## src/rtl/fetch_sequencer.sv

```systemverilog
// Program counter and fetch sequencer: drives imem_addr, captures words into IF/ID, applies stall/redirect/halt.
// Optional FETCH_PERF_EN adds saturating fetch_count / bubble_count performance counters.
module fetch_sequencer #(
  parameter int ADDR_W     = 20,
  parameter int INSTR_W    = 20,
  parameter int IMEM_DEPTH = 13,
  parameter int RESET_PC   = 0
) (
  input  logic               clk,
  input  logic               rst_n,
  input  logic               stall,
  input  logic               redirect_valid,
  input  logic [ADDR_W-1:0]  redirect_pc,
  output logic [ADDR_W-1:0]  imem_addr,
  input  logic [INSTR_W-1:0] imem_instr,
  output logic [INSTR_W-1:0] if_id_instr,
  output logic [ADDR_W-1:0]  if_id_pc,
  output logic [ADDR_W-1:0]  if_id_pc_plus1,
  output logic               if_id_valid,
  output logic               halted
`ifdef FETCH_PERF_EN
  ,
  output logic [31:0]        fetch_count,
  output logic [31:0]        bubble_count
`endif
);

  typedef enum logic [1:0] {IDLE, RUN, HALT} state_t;

  localparam logic [ADDR_W:0]   DEPTH_X = (ADDR_W + 1)'(IMEM_DEPTH);
  localparam logic [ADDR_W-1:0] RST_PC  = ADDR_W'(RESET_PC);
  localparam logic [ADDR_W-1:0] ONE     = ADDR_W'(1);

  state_t               state_q, state_d;
  logic [ADDR_W-1:0]    pc_q, pc_d;
  logic [INSTR_W-1:0]   instr_q, instr_d;
  logic [ADDR_W-1:0]    ifpc_q, ifpc_d;
  logic [ADDR_W-1:0]    ifpc1_q, ifpc1_d;
  logic                 vld_q, vld_d;
  logic                 pc_in_range, redir_in_range;

  assign pc_in_range    = ({1'b0, pc_q} < DEPTH_X);
  assign redir_in_range = ({1'b0, redirect_pc} < DEPTH_X);

  always_comb begin
    state_d = state_q;
    pc_d    = pc_q;
    instr_d = instr_q;
    ifpc_d  = ifpc_q;
    ifpc1_d = ifpc1_q;
    vld_d   = vld_q;
    case (state_q)
      IDLE: state_d = pc_in_range ? RUN : HALT;
      default: begin
        if (redirect_valid) begin
          // Wrong-path word in IF/ID is dropped; stall cannot hold a redirect back.
          pc_d    = redirect_pc;
          vld_d   = 1'b0;
          state_d = redir_in_range ? RUN : HALT;
        end else if (stall) begin
          state_d = state_q;
        end else if (state_q == RUN && pc_in_range) begin
          instr_d = imem_instr;
          ifpc_d  = pc_q;
          ifpc1_d = pc_q + ONE;
          vld_d   = 1'b1;
          pc_d    = pc_q + ONE;
        end else if (state_q == RUN) begin
          // PC has stepped past the last word: stop fetching.
          state_d = HALT;
          vld_d   = 1'b0;
        end
      end
    endcase
  end

  always_ff @(posedge clk) begin
    if (!rst_n) begin
      state_q <= IDLE;
      pc_q    <= RST_PC;
      instr_q <= '0;
      ifpc_q  <= '0;
      ifpc1_q <= '0;
      vld_q   <= 1'b0;
    end else begin
      state_q <= state_d;
      pc_q    <= pc_d;
      instr_q <= instr_d;
      ifpc_q  <= ifpc_d;
      ifpc1_q <= ifpc1_d;
      vld_q   <= vld_d;
    end
  end

  assign imem_addr      = pc_q;
  assign if_id_instr    = instr_q;
  assign if_id_pc       = ifpc_q;
  assign if_id_pc_plus1 = ifpc1_q;
  assign if_id_valid    = vld_q;
  assign halted         = (state_q == HALT);

`ifdef FETCH_PERF_EN
  logic fetch_evt, bubble_evt;

  always_comb begin
    fetch_evt  = (state_q == RUN) && !redirect_valid && !stall && pc_in_range;
    bubble_evt = (state_q != IDLE) && !vld_d;
  end

  always_ff @(posedge clk) begin
    if (!rst_n) begin
      fetch_count  <= '0;
      bubble_count <= '0;
    end else begin
      if (fetch_evt && fetch_count != '1)
        fetch_count <= fetch_count + 32'd1;
      if (bubble_evt && bubble_count != '1)
        bubble_count <= bubble_count + 32'd1;
    end
  end
`endif

endmodule

```

## config.mk

```make
export PLATFORM = sky130hd
export DESIGN_NAME = fetch_sequencer
export DESIGN_NICKNAME = d
export VERILOG_FILES = /design/src/rtl/fetch_sequencer.sv
export SDC_FILE = /design/constraint.sdc
export NUM_CORES = 1
export LEC_CHECK = 0
export CORE_MARGIN = 3
export CORE_UTILIZATION = 40
export CTS_CLUSTER_SIZE = 28
export DETAILED_ROUTE_END_ITERATION = 10
export PLACE_DENSITY = 0.76
export SLEW_MARGIN = 5
export SYNTH_ARGS = -nofsm -noshare
export SYNTH_HDL_FRONTEND = slang
export SYNTH_SLANG_ARGS = --single-unit
```

## constraint.sdc

```tcl
create_clock -name clk -period 1.81 [get_ports clk]
set_clock_uncertainty 0.05 [all_clocks]
set_input_delay 0.362 -clock clk [delete_from_list [all_inputs] [get_ports clk]]
set_output_delay 0.362 -clock clk [all_outputs]
set_load 0.01 [all_outputs]
```

I/O nets highlighted:
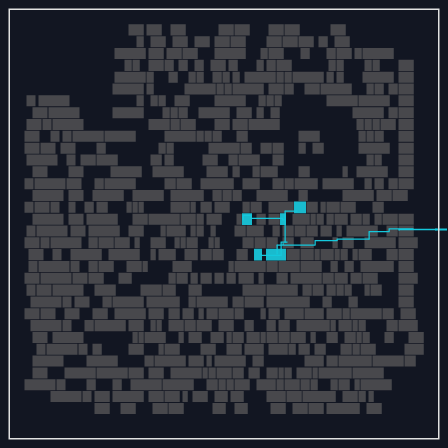
`stall` -> cyan  # bits 1, direction input, edge right, end cells 5, buffers 2, wire 77.1 µm
port buffer count: 125
io pins: 126

Signal wires on met2:
Cells faint in the background.
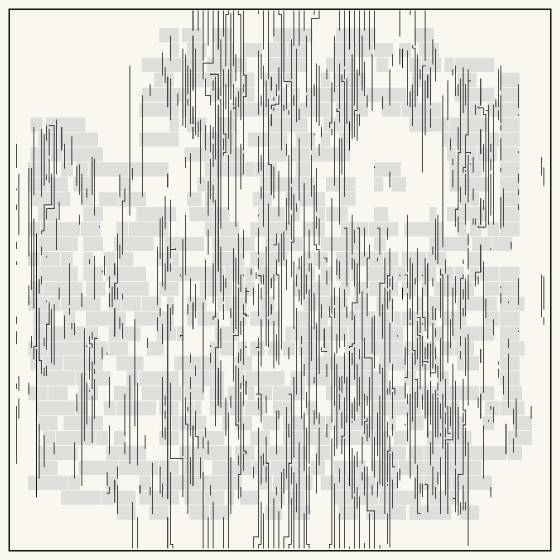
share of all routed wire = 49%
wire length on this layer = 5030 µm
longest straight run = 41.1 µm
grt met2 use: 0.368
final WL: 10400 µm
total number of vias: 3441

Cell classes on the final placement:
Fill, decap, tap and diode cells in gray.
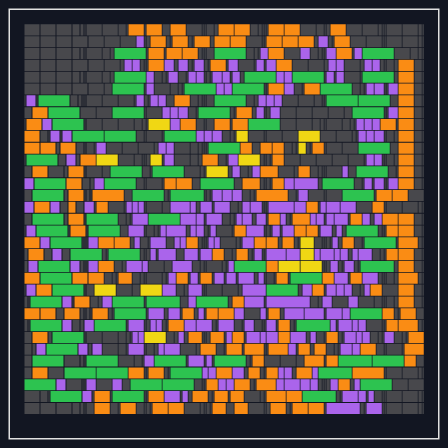
remaining logic cells -> purple  # cells 257, share of their area 31%
clock drivers and dummy loads -> yellow  # cells 15, share of their area 3.3%
remaining buffers and delay cells -> orange  # cells 183, share of their area 33%
registers -> green  # cells 83, share of their area 32%
flop share of the area: 0.312
core area: 8260 µm²
Final Instance Area: 5360 µm²
Core Util, Final: 0.650

Placement view:
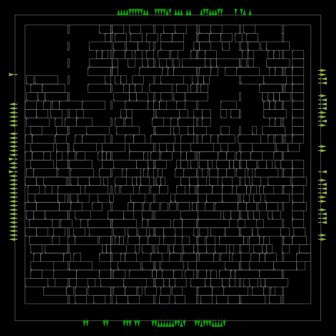
row count: 33
registers: 83
# Taps: 105
Fill cells: 694

==> impl_metrics.toml <==
# yosys + openroad results
[clock_network]
insertion_delay_ns = 0.34
cts_hold_buf = 0
cts-root-buf = "clkbuf_8"
cts_tree = "built"
cts_htree_levels = 3

[synthesis]
synth_warnings = 0
ys_types = 48
simple_gate_area_frac = 0.232
syn_area_per_cell_um2 = 9.13
async_flop_share = 0
synth-edff-count = 0
synthAdderAreaFrac = 0.00733
yosysCellCount = 374
synthMuxAreaShare = 0.0590
logic_family = "simple AND/OR/NAND/NOR gates"
netlist_area_um2 = 3420
xor_area_frac = 0.00513
ys_seq_elements = 83

[timing]
fin_crit_sh = 0.980
period_needed_ns = 1.77
max_freq_mhz = 564
setup_viol = 0
finalHoldViolCount = 0
whs_ns = 0.377
fin_tns_setup_ns = 0

[power_and_ir_drop]
peakVddDrop_mv = 0.553
leakage_nw = 2.30

[place]
globalplace.congestion = 0.890
hpwl_um = 7540

[final_layout]
drive_above_1_share = 0.184
fin_cells = 643

[critical_path]
timing.rr.start = "imem_addr[12]"
cpPeakStageDelay_ns = 0.34
critical_path.cell_chain = "nor4_4, buf_4, and4_4, a41oi_2, buf_6, a2111oi_4"
cp_top_family = "simple AND/OR/NAND/NOR gates"

[floorplan]
chipHeight_um = 98.4
die_area_um2 = 9680

[global_route]
grt_usage = 0.214
grt_pass1_wl_um = 17100
antenna_found_initial = 0
grt-ovfl-total = 0

[outcome]
status = "finished clean"

[drt]
avgRoutedWirePerCell_um = 16.1
-- placed cells by master (no fill, tap or decap), types with 3 or more instances in the layout --
cell type,n
inv_1,6
nor2b_1,3
buf_12,3
nor4_1,6
a21oi_1,26
and3_1,31
buf_4,52
clkbuf_8,10
o21ai_0,18
o21ai_1,9
o211ai_1,5
dfxtp_1,75
nand3_1,18
dlygate4sd2_1,7
nor3_1,4
nor2_1,5
nand4_1,26
nand2b_1,3
dlymetal6s2s_1,9
dfxtp_2,8
clkdlybuf4s50_1,107
nand2_1,36
o31ai_1,3
buf_6,3
mux2i_1,19
-- worst paths after layout --
kind | to | slack (ns) | depth (start not counted)
hold / removal | imem_addr[16] | 0.38 | 3
setup reg to reg | imem_addr[11] | 0.04 | 6
hold reg to reg | if_id_pc[1] | 0.42 | 2
setup / recovery | imem_addr[11] | 0.04 | 6
-- power by group --
| group | switching, mW | internal, mW | leakage (nW) |
|---|---|---|---|
| sequential | 0.0959 | 1.95 | 0.674 |
| combinational | 1.09 | 0.985 | 1.54 |
| clock | 0.671 | 0.533 | 0.0848 |
-- cell type report --
cell class | instances | area (µm²)
multi-input combinational | 250 | 1620
clock buffer | 10 | 138
timing repair buffer | 183 | 1740
inverter | 7 | 26.3
tap | 105 | 131
clock inverter | 5 | 37.5
fill | 694 | 2890
sequential | 83 | 1670
-- worst min-delay path: cells and delay by family --
kind / cells / cell delay [ns]
AND/OR/NAND/NOR: 1 / 0.07
multiplexers: 1 / 0.06
buffers and inverters: 1 / 0.24
-- metal layers --
metal / share of wire / up-vias
li1: - / 1687
met1: 0.43 / 1628
met2: 0.49 / 118
met3: 0.073 / 8
met4: 0.0077 / 0
met5: 0 / -
No activity file was given, so power comes from the tool's default toggle rates.
